`src/rtl/pwm_dac_pkg.sv`:
```
// ---------------------------------------------------------------------------
// pwm_dac_pkg
// Shared constants and helpers for the PWM DAC output stage.
//   DEFAULT_WIDTH  : default sample width
//   midscale(w)    : 2^(w-1), the duty used before the first sample arrives
//   period_max(w)  : 2^w - 1, the terminal value of the period counter
// ---------------------------------------------------------------------------
package pwm_dac_pkg;

   localparam int DEFAULT_WIDTH = 8;

   function automatic int unsigned midscale(input int unsigned width);
      return 32'd1 << (width - 1);
   endfunction

   function automatic int unsigned period_max(input int unsigned width);
      return (32'd1 << width) - 32'd1;
   endfunction

endpackage

```
`src/rtl/pwm_dac_if.sv`:
```
// ---------------------------------------------------------------------------
// pwm_dac_if
// Valid/ready sample stream feeding the PWM DAC.
//   din        : unsigned sample from the producer
//   din_valid  : producer has a sample on din
//   din_ready  : consumer can take a sample this cycle
// Modports: master = producer side, slave = pwm_dac side.
// ---------------------------------------------------------------------------
import pwm_dac_pkg::*;

interface pwm_dac_if #(parameter int WIDTH = DEFAULT_WIDTH);

   logic [WIDTH-1:0] din;
   logic             din_valid;
   logic             din_ready;

   modport master (
      output din,
      output din_valid,
      input  din_ready
   );

   modport slave (
      input  din,
      input  din_valid,
      output din_ready
   );

endinterface

```
`src/rtl/pwm_period_counter.sv`:
```
// ---------------------------------------------------------------------------
// pwm_period_counter
// Enable-gated wrapping counter that defines the PWM period.
//   clk  : system clock
//   rst  : asynchronous reset, active low
//   en   : count enable; the counter holds while low
//   cnt  : current position within the period
//   tc   : terminal count, high in an enabled cycle with cnt at its maximum,
//          i.e. the cycle whose clock edge ends the period
// ---------------------------------------------------------------------------
import pwm_dac_pkg::*;

module pwm_period_counter #(
   parameter int WIDTH = DEFAULT_WIDTH
) (
   input  logic             clk,
   input  logic             rst,
   input  logic             en,
   output logic [WIDTH-1:0] cnt,
   output logic             tc
);

   localparam logic [WIDTH-1:0] CNT_MAX = WIDTH'(period_max(WIDTH));

   // Terminal count is qualified by en so a frozen counter sitting at its
   // maximum does not look like a period boundary.
   assign tc = en && (cnt == CNT_MAX);

   // Natural binary overflow provides the wrap from CNT_MAX back to zero.
   always_ff @(posedge clk or negedge rst) begin
      if (!rst) begin
         cnt <= '0;
      end else if (en) begin
         cnt <= cnt + 1'b1;
      end
   end

endmodule

```
`src/rtl/pwm_dac.sv`:
```
// ---------------------------------------------------------------------------
// pwm_dac
// Converts a stream of unsigned samples into a single-bit PWM output, one
// sample per period of 2^WIDTH clocks. A one-entry holding register lets the
// producer deliver the next sample at any point in the current period; the
// sample becomes the active duty at the following period boundary.
//   clk           : system clock
//   rst           : asynchronous reset, active low
//   en            : run enable; freezes counter, duty and pwm_out when low
//   din_if        : sample stream (slave side)
//   pwm_out       : registered PWM output
//   period_start  : one-cycle pulse in the first cycle of each period
//   underrun      : sticky, set when a boundary finds no fresh sample
// ---------------------------------------------------------------------------
import pwm_dac_pkg::*;

module pwm_dac #(
   parameter int WIDTH = DEFAULT_WIDTH
) (
   input  logic       clk,
   input  logic       rst,
   input  logic       en,
   pwm_dac_if.slave   din_if,
   output logic       pwm_out,
   output logic       period_start,
   output logic       underrun
);

   localparam logic [WIDTH-1:0] MIDSCALE = WIDTH'(midscale(WIDTH));

   logic [WIDTH-1:0] cnt;
   logic             boundary;
   logic [WIDTH-1:0] hold;
   logic             hold_full;
   logic [WIDTH-1:0] active;
   logic             transfer;

   pwm_period_counter #(
      .WIDTH (WIDTH)
   ) u_counter (
      .clk (clk),
      .rst (rst),
      .en  (en),
      .cnt (cnt),
      .tc  (boundary)
   );

   assign din_if.din_ready = !hold_full;
   assign transfer         = din_if.din_valid && !hold_full;

   // Holding register, active duty and underrun flag. A boundary drains the
   // holding register into the active duty; because din_ready is low while
   // the register is full, a drain and a new transfer can never collide. An
   // empty register at the boundary flags underrun, yet a sample arriving in
   // that same cycle is still captured for the next boundary.
   always_ff @(posedge clk or negedge rst) begin
      if (!rst) begin
         hold      <= '0;
         hold_full <= 1'b0;
         active    <= MIDSCALE;
         underrun  <= 1'b0;
      end else begin
         if (boundary) begin
            if (hold_full) begin
               active    <= hold;
               hold_full <= 1'b0;
            end else begin
               underrun  <= 1'b1;
            end
         end
         if (transfer) begin
            hold      <= din_if.din;
            hold_full <= 1'b1;
         end
      end
   end

   // PWM comparator and period marker. pwm_out lags cnt by one cycle, so the
   // cycle with cnt == 0 still shows the compare of the previous period's
   // last count, which is always low since active never exceeds the maximum.
   always_ff @(posedge clk or negedge rst) begin
      if (!rst) begin
         pwm_out      <= 1'b0;
         period_start <= 1'b0;
      end else begin
         period_start <= boundary;
         if (en) begin
            pwm_out <= (cnt < active);
         end
      end
   end

endmodule

```
`src/flat_wrapper.sv`:
```
// flat-port wrapper written by rule: the top's interface ports become plain ports
module pwm_dac_flat 
#(
   parameter int WIDTH = DEFAULT_WIDTH
)
  (clk, rst, en, pwm_out, period_start, underrun, din_if_din, din_if_din_valid, din_if_din_ready);
  pwm_dac_if #(.WIDTH(WIDTH)) din_if_i ();
  input  logic clk;
  input  logic rst;
  input  logic en;
  output logic pwm_out;
  output logic period_start;
  output logic underrun;
  input wire logic [$bits(din_if_i.din)-1:0] din_if_din;
  input wire logic [$bits(din_if_i.din_valid)-1:0] din_if_din_valid;
  output wire logic [$bits(din_if_i.din_ready)-1:0] din_if_din_ready;
  assign din_if_i.din = din_if_din;
  assign din_if_i.din_valid = din_if_din_valid;
  assign din_if_din_ready = din_if_i.din_ready;
  pwm_dac #(.WIDTH(WIDTH)) u_core (.clk(clk), .rst(rst), .en(en), .din_if(din_if_i), .pwm_out(pwm_out), .period_start(period_start), .underrun(underrun));
endmodule
```
`config.mk`:
```
export PLATFORM = sky130hd
export DESIGN_NAME = pwm_dac_flat
export DESIGN_NICKNAME = d
export VERILOG_FILES = /design/src/rtl/pwm_dac_pkg.sv /design/src/rtl/pwm_dac_if.sv /design/src/rtl/pwm_period_counter.sv /design/src/rtl/pwm_dac.sv /design/src/flat_wrapper.sv
export SDC_FILE = /design/constraint.sdc
export NUM_CORES = 1
export LEC_CHECK = 0
export CORE_MARGIN = 1
export CORE_UTILIZATION = 45
export CTS_CLUSTER_SIZE = 16
export DETAILED_ROUTE_END_ITERATION = 7
export GPL_ROUTABILITY_DRIVEN = 0
export GPL_TIMING_DRIVEN = 0
export PLACE_DENSITY = 0.63
export RECOVER_POWER = 25
export SYNTH_ARGS = -nofsm -noshare
export SYNTH_HDL_FRONTEND = slang
export SYNTH_SLANG_ARGS = --single-unit
```
`constraint.sdc`:
```
create_clock -name clk -period 1.9 [get_ports clk]
set_input_delay 0.19 -clock clk [delete_from_list [all_inputs] [get_ports clk]]
set_output_delay 0.19 -clock clk [all_outputs]
set_load 0.01 [all_outputs]
```
Figure 1. Placement density heat map (run 1).
Drawn at 6 px/um. 11 x 11 tiles, from white (low) to dark blue (high), 0 to 100% covered.
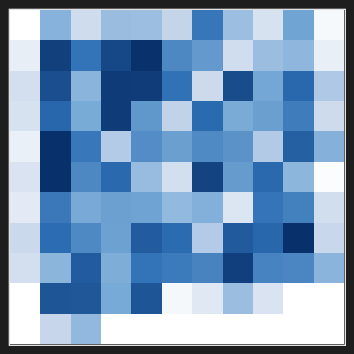
12% of the tiles are nearly empty. The fullest tile reaches 100%. The mean over all tiles is 48%.
final core occ: 55.1%
area of the core: 2760 um^2

Figure 2. Routed metal, one color a layer (run 1).
Drawn at 8 px/um.
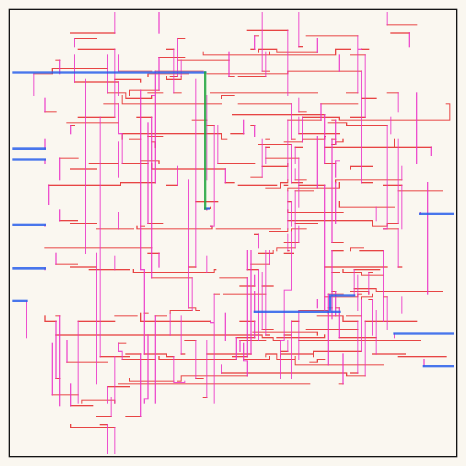
Key: blue = met3 [wire length 72.0 um]; red = met1 [wire length 905 um]; magenta = met2 [wire length 874 um]; green = met4 [wire length 17.0 um]
sum of routed wire length over all layers: 1870 um
post-DR wirelength/cell: 12.7 um
total global-route track usage: 13.9%
via count of the routed design: 737

==> out/qor.txt, run 1 <==
Outcome = complete, no violations
Top cells by area in the synthesized netlist = sky130_fd_sc_hd__dfrtp_1, sky130_fd_sc_hd__mux2_4, sky130_fd_sc_hd__mux2_2, sky130_fd_sc_hd__ha_1, sky130_fd_sc_hd__xnor2_1
Number of flops mapped to enable cells by yosys = 0
TritonCTS clock tree = yes
Clock Buffer Count = 4
Cell count after synthesis = 96
Die width = 55.8 um
Crit path required time = 1.71 ns
Power group with the highest consumption = sequential cells
Top class by area = flip-flops and latches
Combinational share of cell area = 36.6%
Cell breakdown of the critical path = inv_1, clkdlybuf4s50_1
Top-area cell share = 52.0%
XOR/XNOR Area Share = 4.72%
Tap Count = 31
Minimum hold slack = 0.405 ns
Post-synth seq share = 54.0%
Crit. Startpoint = u_core.hold_full$_DFFE_PN0P_
Met2 capacity usage during global routing = 23.2%
Final clock skew = 0.0157 ns
Global-route wire length before repair = 3410 um
End of the worst register-to-register path = u_core.active[5]$_DFFE_PN0P_
Seq pwr share = 58.1%
Share of total power consumed by net switching = 29.7%
Kind of cell adding the most delay to the critical path = buffers and inverters
Register-to-Register Path Depth = 5
Chip Area, Yosys = 1300 um^2
Post-CTS setup repair buffer count = 0
Figure 3. Cells by drive strength (run 1).
Drawn at 6 px/um.
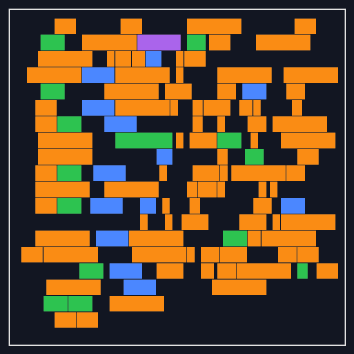
Key: green = drive 2 [cells 14, share 12%]; blue = drive 3 to 4 [cells 13, share 11%]; purple = drive 6 and up [cells 1, share 0.86%]; orange = drive 1 or less [cells 88, share 76%]
worst setup slack after layout: 0.277 ns
number of signal-net buffers in the layout: 17

Figure 4. The clock network (run 1).
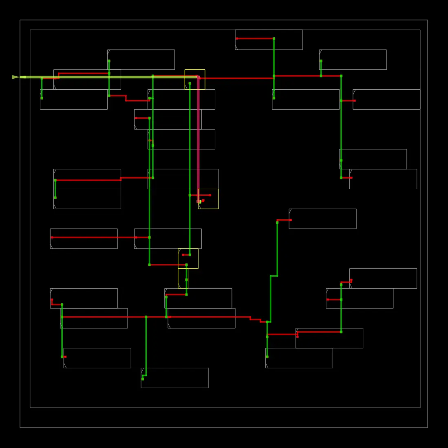

==> run 2: changes to the inputs <==
- SLEW_MARGIN: unset -> 20
- clock period: 1.9 -> 1.7 ns (I/O delays scaled with it)
Figure 5. The clock network (run 2).
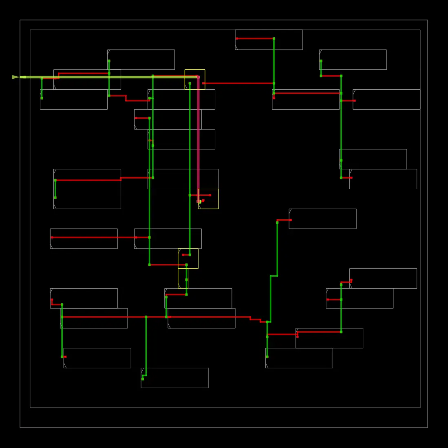
Clock Buffer Count: 4
flip-flops: 28

==> run 2 against run 1 <==
  * Clock-buffer cell count is the same
  * Largest cell class unchanged
  * Register-to-register slack lost 0.20 ns
  * Clock power grew 12%
  * Via count shrank 0.27%
  * Synthesized area is the same
  * Non-clock buffer count is the same
  * Synthesized cell count is the same
  * Final area is the same
  * Total power grew 12%
  * Sequential cell count is the same
  * Cell count is the same
==> out/qor.txt, run 2 <==
XOR/XNOR Area Share = 4.72% (unchanged)
Kind of cell adding the most delay to the critical path = buffers and inverters
Number of design rule violations left after detail routing = 0
Top metal layer carrying routed signals = met4
Tmin final = 1.60 ns
Maximum cell stage delay along the critical path = 0.53 ns
Cell breakdown of the critical path = inv_1, clkdlybuf4s50_1
H-tree levels = 1
Overall Power = 1.56 mW
Number of signal-net buffers in the layout = 17 (unchanged)
Outcome = complete, no violations
Cell count after synthesis = 96 (unchanged)
Total global-route track usage = 13.9% (unchanged)
Post-DR wirelength/cell = 12.7 um (-0.16%)
Worst-path fanout max = 4
Combinational share of cell area = 36.6% (unchanged)
Final core occ = 55.1% (unchanged)
Total of hold buffers inserted after clock tree synthesis = 1
ANT cells = 0
Chip Area, Yosys = 1300 um^2 (unchanged)
Crit path required time = 1.53 ns (-0.18 ns)
Post-synth seq share = 54.0% (unchanged)
Clock-pin slew on the worst setup and hold paths = 0.15 ns
Top class by area = flip-flops and latches
Routing layer with the top usage in global route = met2
Top-area cell share = 52.0% (unchanged)
Seq pwr share = 58.0% (about the same)
TritonCTS clock tree = yes
Design area = 1520 um^2
Met3 GRT Util = 2.33%
Post-CTS setup repair buffer count = 0 (unchanged)
Crit. Startpoint = u_core.hold_full$_DFFE_PN0P_
Chip Area = 3110 um^2
Period utilization = 94.3%
Met2 capacity usage during global routing = 22.9% (-0.34 points)
Lkg Pwr = 0.705 nW
Power group with the highest consumption = sequential cells
Number of flops mapped to enable cells by yosys = 0 (unchanged)
Via count of the routed design = 735 (-0.27%)
Top cells by area in the synthesized netlist = sky130_fd_sc_hd__dfrtp_1, sky130_fd_sc_hd__mux2_4, sky130_fd_sc_hd__mux2_2, sky130_fd_sc_hd__ha_1, sky130_fd_sc_hd__xnor2_1
Final clock skew = 0.0142 ns (-0.00147 ns)
Clk tree area frac = 1.73%
Worst setup slack after layout = 0.0963 ns (-0.181 ns)
Register-to-Register Path Depth = 5 (unchanged)
End of the worst register-to-register path = u_core.active[5]$_DFFE_PN0P_
Minimum hold slack = 0.389 ns (-0.0160 ns)
Tap Count = 31 (unchanged)
CP arrival = 1.43 ns
Sum of routed wire length over all layers = 1860 um (-0.16%)
Figure 6. Power grid (run 2).
Drawn at 6 px/um. Pins as bars on the die edge. Tap cells in gray.
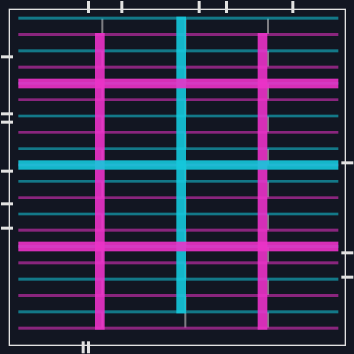
Key: cyan = VDD; magenta = VSS
3 straps on met5. 3 straps on met4. The core has 19 rows.
Chip Height: 55.8 um
die width: 55.8 um
Max IR drop VDD: 636 uV

Figure 7. Routed metal, one color a layer (run 2).
Drawn at 8 px/um.
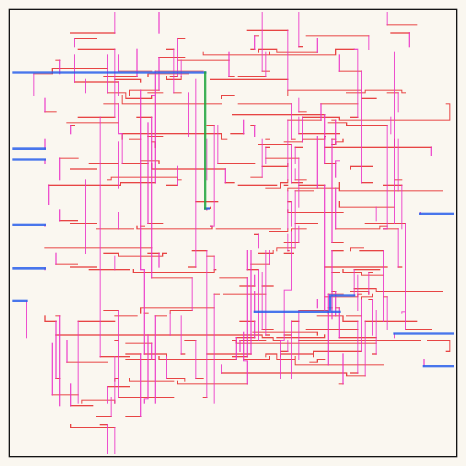

==> run 3: changes to the inputs <==
- PLACE_DENSITY: 0.63 -> 0.65
- SYNTH_HIERARCHICAL: unset -> 1
- clock period: 1.7 -> 1.3 ns (I/O delays scaled with it)
Figure 8. Routed metal, one color a layer (run 3).
Drawn at 8 px/um.
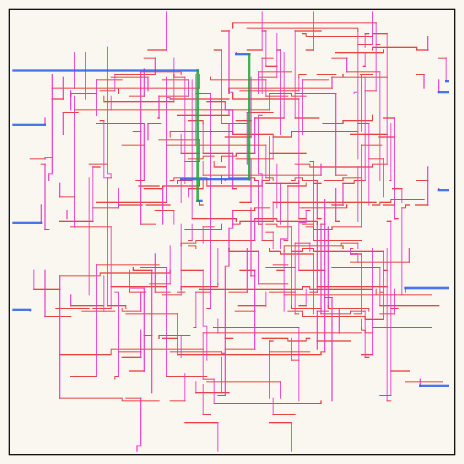
post-DR wirelength/cell: 14.7 um
total global-route track usage: 16.8%
sum of routed wire length over all layers: 2340 um

==> run 3 against run 2 <==
  * The flow now finishes with violations (setup timing)
  * Synthesized cell count is 1.0% higher
  * Worst setup slack worse by 0.24 ns
  * Sequential cell count stayed put
  * Core utilization is 7.9 points higher
  * Clock power is 110% higher
  * Via count is 12% higher
  * Combinational power went up to 2.6 times the previous value
  * Critical path type is now flop to flop
  * Largest cell class unchanged
  * Largest power group unchanged
==> out/qor.txt, run 3 <==
H-tree levels = 1 (unchanged)
Power group with the highest consumption = sequential cells
Via count of the routed design = 826 (+12%)
Chip Area = 3080 um^2 (-0.93%)
Clock Buffer Count = 3 (-1)
Die width = 55.5 um (-0.47%)
Top cells by area in the synthesized netlist = sky130_fd_sc_hd__dfrtp_1, sky130_fd_sc_hd__mux2_2, sky130_fd_sc_hd__ha_1, sky130_fd_sc_hd__inv_1, sky130_fd_sc_hd__xnor2_1
Worst-path fanout max = 4 (unchanged)
Seq pwr share = 43.5% (-14 points)
Chip Height = 55.5 um (-0.47%)
Met3 GRT Util = 2.11% (-0.22 points)
Number of signal-net buffers in the layout = 27 (+10)
Combinational share of cell area = 37.3% (+0.63 points)
Top class by area = flip-flops and latches
Post-CTS setup repair buffer count = 11 (+11)
Tap Count = 31 (unchanged)
End of the worst register-to-register path = u_core/active[6]$_DFFE_PN0P_
Flip-flops = 28 (unchanged)
Lkg Pwr = 0.791 nW (+12%)
Average cell area after synthesis = 13.3 um^2
Post-synth seq share = 54.5% (+0.52 points)
Final core occ = 63.0% (+7.9 points)
Top metal layer carrying routed signals = met4
Design area = 1720 um^2 (+13%)
Clock-pin slew on the worst setup and hold paths = 0.15 ns (about the same)
TritonCTS clock tree = yes
Met2 capacity usage during global routing = 27.5% (+4.6 points)
Period utilization = 111%
Final clock skew = 0.00355 ns (-0.0107 ns)
Chip Area, Yosys = 1290 um^2 (-0.96%)
Top-area cell share = 52.5% (+0.51 points)
Share of cell area taken by muxes after synthesis = 14.9%
Setup violators final = 10
Cell count after synthesis = 97 (+1.0%)
Number of flops mapped to enable cells by yosys = 0 (unchanged)
Maximum cell stage delay along the critical path = 0.43 ns (-0.10 ns)
Failing checks = setup timing
CP arrival = 1.68 ns (+0.25 ns)
Routing layer with the top usage in global route = met2
Clk tree area frac = 3.05% (+1.3 points)
Worst setup slack after layout = -0.146 ns (-0.243 ns)
Crit. Startpoint = u_core/u_counter/cnt[1]$_DFFE_PN0P_
Outcome = finished, violations left
ANT cells = 0 (unchanged)
Cell breakdown of the critical path = ha_4, nand4_4, nor3_4, nand2_2, mux2_2
Crit path required time = 1.53 ns (about the same)
Total of hold buffers inserted after clock tree synthesis = 1 (unchanged)
Figure 9. Cells by drive strength (run 3).
Drawn at 6 px/um.
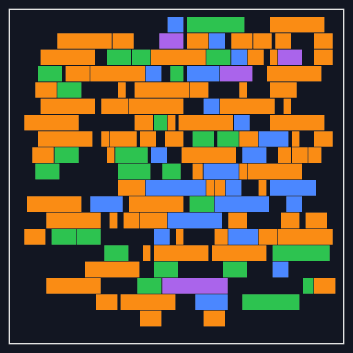
Key: purple = drive 6 and up [cells 4, share 3.1%]; green = drive 2 [cells 25, share 20%]; orange = drive 1 or less [cells 77, share 60%]; blue = drive 3 to 4 [cells 22, share 17%]

Power and IR drop assume default switching activity.
